<file path="src/rtl/fetch_pc_unit_if.sv">
// Signal bundle between the fetch unit and its neighbours: instruction memory,
// the IF/ID valid/ready handshake toward decode, and the redirect from later stages.
interface fetch_pc_unit_if #(
   parameter int ADDR_W = 6
);
   logic [ADDR_W-1:0] imem_addr;
   logic [31:0]       imem_instr;
   logic              if_valid;
   logic [31:0]       if_instr;
   logic [31:0]       if_pc;
   logic              id_ready;
   logic              redirect_valid;
   logic [31:0]       redirect_target;

   modport master (
      output imem_addr,
      input  imem_instr,
      output if_valid, if_instr, if_pc,
      input  id_ready,
      input  redirect_valid, redirect_target
   );

   modport slave (
      input  imem_addr,
      output imem_instr,
      input  if_valid, if_instr, if_pc,
      output id_ready,
      output redirect_valid, redirect_target
   );
endinterface

</file>
<file path="src/rtl/fetch_pc_unit.sv">
// Instruction-fetch front end: owns the PC, predecodes j/jal for zero-bubble jumps,
// and holds the fetched instruction in an IF/ID register with a valid/ready handshake.
module fetch_pc_unit #(
   parameter int          ADDR_W   = 6,
   parameter logic [31:0] RESET_PC = 32'h0000_0000
) (
   input  logic                   clk,
   input  logic                   rst_n,
   fetch_pc_unit_if.master        bus,
   output logic [31:0]            pc,
   output logic                   pc_oob,
   output logic                   err_misaligned,
   output logic [15:0]            stall_cycles
);

   logic [31:0] pc_plus4;
   logic [31:0] next_pc;
   logic [5:0]  opcode;
   logic        is_jump;
   logic        fire;
   logic        stalled;

   always_comb begin
      pc_plus4 = pc + 32'd4;
      opcode   = bus.imem_instr[31:26];
      is_jump  = (opcode == 6'b000010) || (opcode == 6'b000011);
      // Jump target is resolved here so the next fetch already follows the jump.
      next_pc  = is_jump ? {pc_plus4[31:28], bus.imem_instr[25:0], 2'b00} : pc_plus4;
      fire     = !bus.if_valid || bus.id_ready;
      stalled  = bus.if_valid && !bus.id_ready && !bus.redirect_valid;
   end

   assign bus.imem_addr = pc[ADDR_W+1:2];
   assign pc_oob        = |pc[31:ADDR_W+2];

   // NOTE: all state uses non-blocking assignments so every register samples
   // pre-edge values regardless of statement order.
   always_ff @(posedge clk or negedge rst_n) begin
      if (!rst_n) begin
         pc           <= RESET_PC;
         bus.if_valid <= 1'b0;
         bus.if_instr <= 32'h0;
         bus.if_pc    <= 32'h0;
      end else if (bus.redirect_valid) begin
         pc           <= {bus.redirect_target[31:2], 2'b00};
         bus.if_valid <= 1'b0;
      end else if (fire) begin
         pc           <= next_pc;
         bus.if_valid <= 1'b1;
         bus.if_instr <= bus.imem_instr;
         bus.if_pc    <= pc;
      end
   end

   always_ff @(posedge clk or negedge rst_n) begin
      if (!rst_n) begin
         err_misaligned <= 1'b0;
         stall_cycles   <= 16'h0;
      end else begin
         if (bus.redirect_valid && (bus.redirect_target[1:0] != 2'b00))
            err_misaligned <= 1'b1;
         if (stalled && (stall_cycles != 16'hFFFF))
            stall_cycles <= stall_cycles + 16'd1;
      end
   end

endmodule

</file>
<file path="src/flat_wrapper.sv">
// flat-port wrapper written by rule: the top's interface ports become plain ports
module fetch_pc_unit_flat 
#(
   parameter int          ADDR_W   = 6,
   parameter logic [31:0] RESET_PC = 32'h0000_0000
)
  (clk, rst_n, pc, pc_oob, err_misaligned, stall_cycles, bus_imem_addr, bus_imem_instr, bus_if_valid, bus_if_instr, bus_if_pc, bus_id_ready, bus_redirect_valid, bus_redirect_target);
  fetch_pc_unit_if #(.ADDR_W(ADDR_W)) bus_i ();
  input  logic clk;
  input  logic rst_n;
  output logic [31:0] pc;
  output logic pc_oob;
  output logic err_misaligned;
  output logic [15:0] stall_cycles;
  output wire logic [$bits(bus_i.imem_addr)-1:0] bus_imem_addr;
  input wire logic [$bits(bus_i.imem_instr)-1:0] bus_imem_instr;
  output wire logic [$bits(bus_i.if_valid)-1:0] bus_if_valid;
  output wire logic [$bits(bus_i.if_instr)-1:0] bus_if_instr;
  output wire logic [$bits(bus_i.if_pc)-1:0] bus_if_pc;
  input wire logic [$bits(bus_i.id_ready)-1:0] bus_id_ready;
  input wire logic [$bits(bus_i.redirect_valid)-1:0] bus_redirect_valid;
  input wire logic [$bits(bus_i.redirect_target)-1:0] bus_redirect_target;
  assign bus_imem_addr = bus_i.imem_addr;
  assign bus_i.imem_instr = bus_imem_instr;
  assign bus_if_valid = bus_i.if_valid;
  assign bus_if_instr = bus_i.if_instr;
  assign bus_if_pc = bus_i.if_pc;
  assign bus_i.id_ready = bus_id_ready;
  assign bus_i.redirect_valid = bus_redirect_valid;
  assign bus_i.redirect_target = bus_redirect_target;
  fetch_pc_unit #(.ADDR_W(ADDR_W), .RESET_PC(RESET_PC)) u_core (.clk(clk), .rst_n(rst_n), .bus(bus_i), .pc(pc), .pc_oob(pc_oob), .err_misaligned(err_misaligned), .stall_cycles(stall_cycles));
endmodule
</file>
<file path="config.mk">
export PLATFORM = sky130hd
export DESIGN_NAME = fetch_pc_unit_flat
export DESIGN_NICKNAME = d
export VERILOG_FILES = /design/src/rtl/fetch_pc_unit_if.sv /design/src/rtl/fetch_pc_unit.sv /design/src/flat_wrapper.sv
export SDC_FILE = /design/constraint.sdc
export NUM_CORES = 1
export LEC_CHECK = 0
export ABC_CLOCK_PERIOD_IN_PS = 1800
export CAP_MARGIN = 10
export CORE_MARGIN = 3
export CORE_UTILIZATION = 40
export DETAILED_ROUTE_END_ITERATION = 8
export PLACE_DENSITY = 0.74
export SYNTH_ARGS = -nofsm -noshare
export SYNTH_HDL_FRONTEND = slang
export SYNTH_SLANG_ARGS = --single-unit
</file>
<file path="constraint.sdc">
create_clock -name clk -period 1.8 [get_ports clk]
set_input_delay 0.18 -clock clk [delete_from_list [all_inputs] [get_ports clk]]
set_output_delay 0.18 -clock clk [all_outputs]
set_load 0.01 [all_outputs]
</file>
### Wiring by layer, run 1

The bar under the picture is 20 um long.
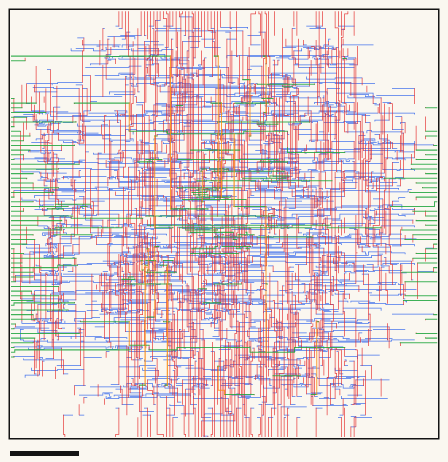
- met4: orange (wire length 386 um)
- met3: green (wire length 1580 um)
- met2: red (wire length 9290 um)
- met1: blue (wire length 8470 um)

### Sizing map, run 1

The bar under the picture is 20 um long.
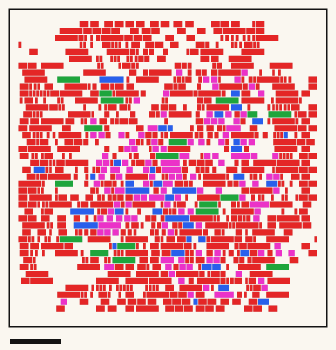
- drive 2: blue (cells 37; share 4.0%; most used dfrtp_2)
- drive 6 and up: green (cells 18; share 2.0%; most used clkbuf_16)
- drive 3 to 4: magenta (cells 123; share 13%; most used buf_4)
- drive 1 or less: red (cells 741; share 81%; most used nand2_1)

==> qor.yml, run 1 <==
arrival_ns: 2.03
top_layer: "met4"
fin_util: 0.657
cts_sinks: 110
holdBufCountCts: 1
buffers: 300
finalSetupViolations: 0
gr-usage-met3: 0.0754
drc: 0
cp-end-kind: "flip-flop"
vias: 5847
cts_buffer_depth: 2
grt_max_degree: 37
fin_crit_ns: 1.79
edf_count: 0
cts_resized: 13
status: "complete, no violations"
setup_tns_ns: 0
fin_nets: 984
final-clk-cell-share: 0.0298
nMultiInputCombCells: 479
num-nonclk-inverters: 14
ys_area_mm2: 0.00556
period_used_share: 0.996
dp.cells: 1068
total_leakage_power_uw: 0.00398
### M4 wires, run 1

Supply wires on this layer in gray. Cells faint in the background.
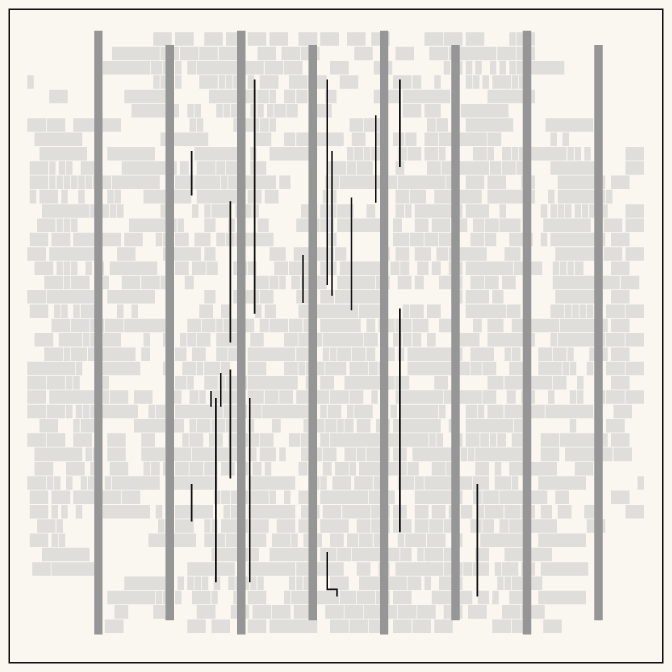
- longest straight run: 44.2 um
- share of all routed wire: 2.0%
- nets with wire on the layer: 15
- main direction: vertical
- wire length on this layer: 386 um

[run 1: path summary, 6_finish.rpt]
kind,startpoint,end,cells past startpoint
hold / removal,rst_n,u_core.bus.if_pc[6],2
hold reg to reg,u_core.err_misaligned,u_core.err_misaligned,1
min in group clk,bus_redirect_valid,u_core.err_misaligned,4
setup / recovery,u_core.stall_cycles[1],u_core.stall_cycles[1],6
setup reg to reg,u_core.stall_cycles[1],u_core.stall_cycles[1],6
max in group asynchronous,rst_n,u_core.bus.if_pc[17],3
[run 1: logic make-up after synthesis]
kind of cell / share of synthesized area
compound gates: 0.117
flops: 0.495
simple gates: 0.291
buf+inv: 0.0509
xor+xnor: 0.0300
other cells: 0.000675
fa+ha+maj: 0.00450
mux: 0.00968
[run 1: registers in the layout, indices dropped and copies added (netlist names)]
register / flops
u_core.bus.if_instr: 32
u_core.err_misaligned: 1
u_core.stall_cycles: 16
u_core.pc: 30
u_core.bus.if_pc: 30
u_core.bus.if_valid: 1
[run 1: where the power goes]
group / switching [uW] / leakage (uW) / total [uW] / internal (uW)
combinational: 1030 / 0.00253 / 2280 / 1250
sequential: 287 / 0.00132 / 3080 / 2800
clock: 871 / 0.000128 / 1850 / 979
total: 2190 / 0.00398 / 7220 / 5030
[run 1: critical path: stages, from the launching register on]
cell and delay (ns):
dfrtp_1 0.39, ha_2 0.20, nand4_1 0.16, nor4_4 0.35, nand3_2 0.15, nand2_2 0.12
mux2_4 0.30
[run 1: synth_stat cells (4+ instances only)]
cell,count
nand3_1,21
dfrtp_1,110
nand2b_1,4
xor2_1,7
xnor2_1,12
a21oi_1,18
and2_1,5
nor4_1,17
a31oi_1,9
o21ai_0,35
nand4_1,13
inv_1,14
clkbuf_1,27
o22ai_1,5
nor2_1,28
and3_1,11
nand2_1,209
nor3_1,12
o211ai_1,4
buf_4,13
### Met3 routing, run 1

The bar under the picture is 20 um long.
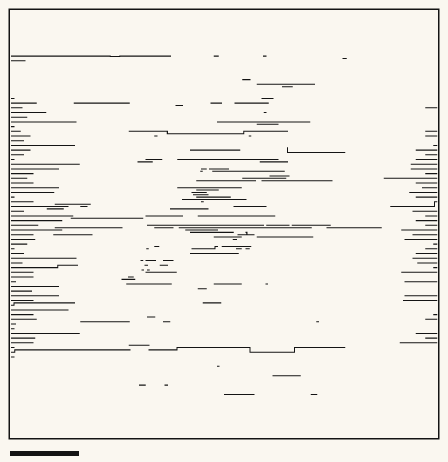

## Run 2: what changed since run 1
Settings changed: ABC_CLOCK_PERIOD_IN_PS 1800 to 2200, DONT_BUFFER_PORTS set to 1, PLACE_DENSITY 0.74 to 0.53.
Clock period 1.8 ns to 2.2 ns, I/O delays scaled along.
### Met3 routing, run 2

The bar under the picture is 20 um long.
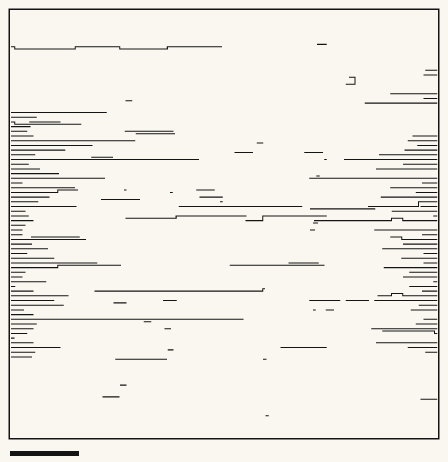
- longest straight run: 66.9 um
- main direction: horizontal

==> qor.yml, run 2 <==
critical_path.top_delay_family: "simple AND/OR/NAND/NOR gates"
p_sw_frac: 0.313  # +0.00890
cts_sinks: 110  # unchanged
timing.hold.ws_ns: -0.448
slowest_stage: "nor4_1"
finalSetupViolations: 0  # unchanged
holdBufCountCts: 46  # +45
status: "finished with violations"
top_regs: "u_core.bus.if_instr: 32 flops, u_core.bus.if_pc: 30 flops, u_core.pc: 30 flops"
period_used_share: 0.972
arrival_ns: 1.92  # -0.11 ns
final_hold_viol_count: 110
gr-usage-met3: 0.0767  # +0.00136
cp-end-kind: "primary output"
power.switching_uw: 1600  # -27%
cts_resized: 0  # -13
path_cells: "nor4_1 -> and4_1 -> nand3_1"
total_leakage_power_uw: 0.00306  # -23%
r2r_start: "u_core.bus.if_valid"
dp.cells: 823  # -23%
synthTopCellsByCount: "nand2_1 (209), dfrtp_1 (110), o21ai_0 (35)"
top_register: "u_core.bus.if_instr"
seq_power_share: 0.517  # +0.090
violations: "negative hold slack"
drc: 0  # unchanged
fin_nets: 774  # -21%
edf_count: 0  # unchanged
critPathMaxStageDelay_ns: 0.55  # +0.16 ns
reg2regPathDepth: 5  # -1
clkPwrFrac: 0.315  # +0.059
pwr-share-comb: 0.168  # -0.148
internal_power_uw: 3510  # -30%
run 2: cell counts after synthesis:
Identical to the previous run, type by type.
run 2: final cells by class:
| cell class | instances | area (um2) |
|---|---|---|
| fill | 1319 | 6750 |
| timing repair buffer | 90 | 791 |
| clock inverter | 3 | 17.5 |
| tap | 176 | 220 |
| multi-input combinational | 479 | 2550 |
| sequential | 110 | 2750 |
| inverter | 14 | 52.6 |
| clock buffer | 13 | 270 |
run 2: power by group through the flow:
stage	Clock (uW)	Sequential, uW	Combinational [uW]
global route	1730	2680	964
global placement	0	2680	765
detailed placement	0	2680	785
floorplan	0	2670	506
finish	1610	2640	859
CTS	1640	2650	861
run 2: worst register-to-register path, cell delays in order (launching register included):
cell and delay (ns):
dfrtp_1 0.45, or2b_2 0.43, buf_4 0.21, a221oi_1 0.26
a21oi_1 0.07, dlygate4sd3_1 0.58
run 2: cells by family (layout without fill, tap and decap cells):
kind of cell             after synthesis  in the layout  synth area share
other                                  1              4          0.000675
AND/OR/NAND/NOR                      346            346             0.291
multiplexers                           5              5           0.00968
adder cells (fa/ha/maj)                2              2           0.00450
flip-flops                           110            110             0.495
XOR/XNOR                              19             19            0.0300
AND-OR/OR-AND                        103            103             0.117
buffers and inverters                 58            120            0.0509
run 2: how the worst max path moves through the flow:
stage / cells past startpoint / to / start
5_1_grt: 3 / pc_oob / u_core.pc[26]
3_5_place_dp: 5 / u_core.pc[26] / u_core.pc[17]
2_1_floorplan: 6 / u_core.pc[20] / u_core.pc[2]
6_report: 3 / pc_oob / u_core.pc[26]
4_1_cts: 3 / pc_oob / u_core.pc[26]
3_3_place_gp: 5 / u_core.pc[26] / u_core.pc[17]
### M4 wires, run 2

Supply wires on this layer in gray. Cells faint in the background.
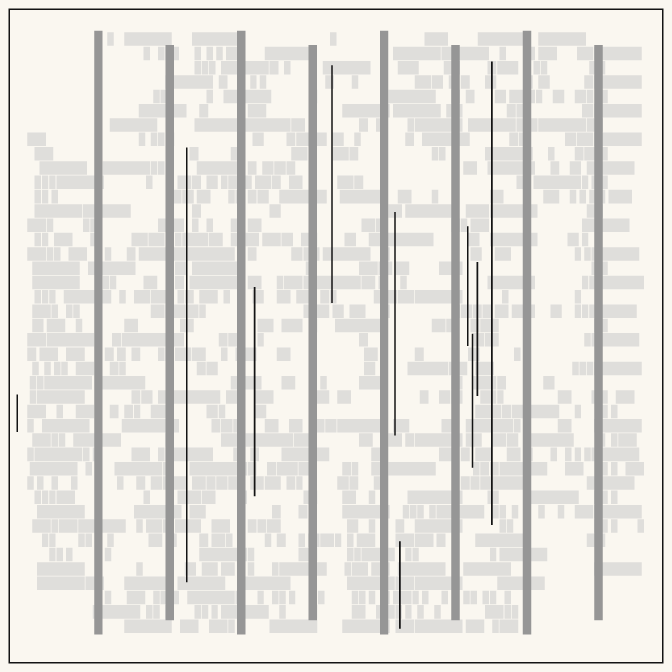

## Run 3: what changed since run 2
Settings changed: CORE_UTILIZATION 40 to 45, PLACE_DENSITY 0.53 to 0.59.
### M4 wires, run 3

Supply wires on this layer in gray. Cells faint in the background.
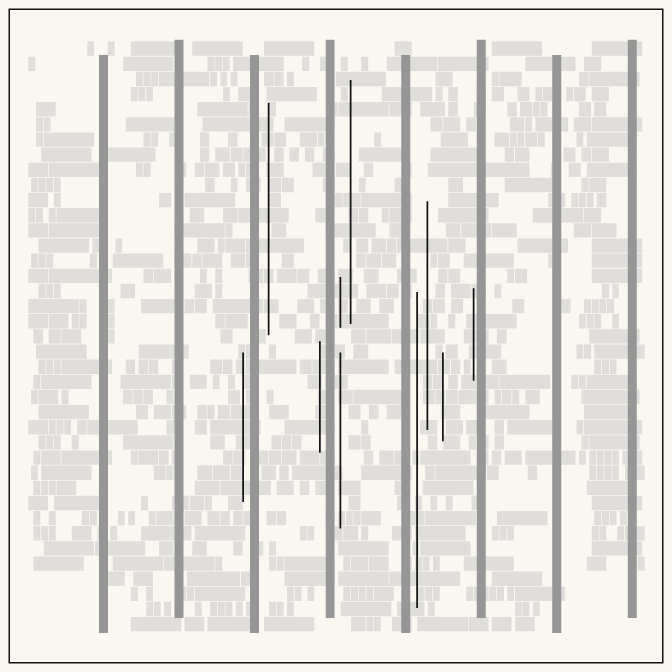
- share of all routed wire: 1.8%
- longest straight run: 56.4 um
- nets with wire on the layer: 9

==> qor.yml, run 3 <==
comb_area_mm2: 0.00255  # unchanged
arrival_ns: 2.28  # +0.36 ns
r2r_start: "u_core.bus.if_valid"
status: "finished with violations"
power.group.top: "registers"
critical_path.top_delay_family: "buffers and inverters"
cts_sinks: 110  # unchanged
holdBufCountCts: 36  # -22%
seq_power_share: 0.535  # +0.018
top_register: "u_core.bus.if_instr"
power.switching_uw: 1580  # -0.81%
cp-end-kind: "flip-flop"
seq-power_uw: 2680  # +2%
violations: "negative hold slack"
critPathMaxStageDelay_ns: 0.57  # +0.02 ns
internal_power_uw: 3420  # -2.7%
drc: 0  # unchanged
p_sw_frac: 0.317  # +0.00407
reg2regPathDepth: 5  # unchanged
pwr-share-comb: 0.156  # -0.012
fin_nets: 757  # -2.2%
period_used_share: 0.928  # -0.0440
final_hold_viol_count: 111  # +0.91%
finalSetupViolations: 0  # unchanged
gr-usage-met3: 0.0884  # +0.0117
slowest_stage: "dlygate4sd3_1"
n_fill_cell: 1097  # -17%
timing.hold.ws_ns: -0.440  # +0.00763 ns
total_leakage_power_uw: 0.00298  # -2.7%
synthTopCellsByCount: "nand2_1 (209), dfrtp_1 (110), o21ai_0 (35)"
[run 3: cell counts after synthesis]
No cell type changed its count.
[run 3: layout make-up]
class,count,area share
Clock buffer,10,0.0368
Multi-Input combinational cell,479,0.392
Inverter,14,0.00810
Timing Repair Buffer,73,0.101
Tap cell,164,0.0316
Sequential cell,110,0.424
Clock inverter,6,0.00578
[run 3: worst reg2reg max path, stage by stage, from the launching register on]
cell and delay [ns]:
dfrtp_1 0.43, or2b_2 0.41, buf_6 0.19, a221oi_1 0.27, a21oi_1 0.06, dlygate4sd3_1 0.57
[run 3: worst max path at each step]
stage | slack (ns) | start | cells after the start | endpoint
after CTS | 0.11 | u_core.bus.if_valid | 5 | u_core.pc[6]
after global routing | 0.02 | u_core.bus.if_valid | 5 | u_core.pc[6]
after floorplan | 0.35 | u_core.pc[2] | 6 | u_core.pc[20]
after global placement | 0.28 | u_core.pc[16] | 5 | u_core.pc[20]
final | 0.16 | u_core.bus.if_valid | 5 | u_core.pc[6]
after detailed placement | 0.20 | u_core.pc[16] | 5 | u_core.pc[20]
[run 3: per-stage QoR]
| stage | cells | util |
|---|---|---|
| after floorplan | 647 | - |
| after global placement | 804 | 0.497 |
| after detailed placement | 804 | 0.497 |
| after CTS | 856 | 0.551 |
| after global routing | 856 | 0.552 |
| final | 856 | 0.552 |
[run 3: what timing repair did]
action | 4_1_cts | 5_1_grt
endpoints found under the setup margin | 0 | 2
gates resized | 0 | 3
endpoints found under the hold margin | 148 | 110
[run 3: cell families after synthesis]
| family | synth area share |
|---|---|
| and+or+nand+nor | 0.291 |
| DFF | 0.495 |
| AOI/OAI and AO/OA | 0.117 |
| buffers and inverters | 0.0509 |
| xor gates and xnor gates | 0.0300 |
| muxes | 0.00968 |
| adders and majority gates | 0.00450 |
| other | 0.000675 |

==> notes/layouts.md <==
Pictures saved along the way, in no particular order.

Placed standard cells.
Plate I
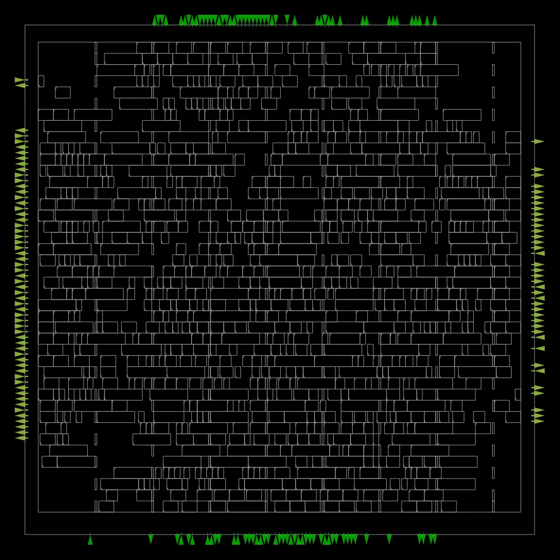
Plate II
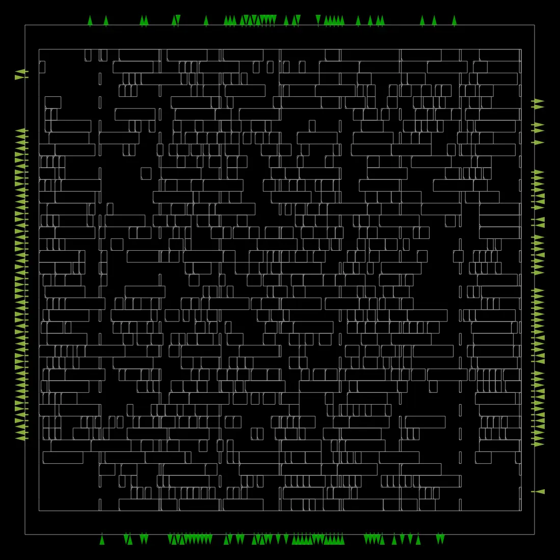
- most cells: Plate I
| from | picture |
|---|---|
| run 1 | Plate I |
| run 3 | Plate II |

No activity file was given, so power comes from the tool's default toggle rates.
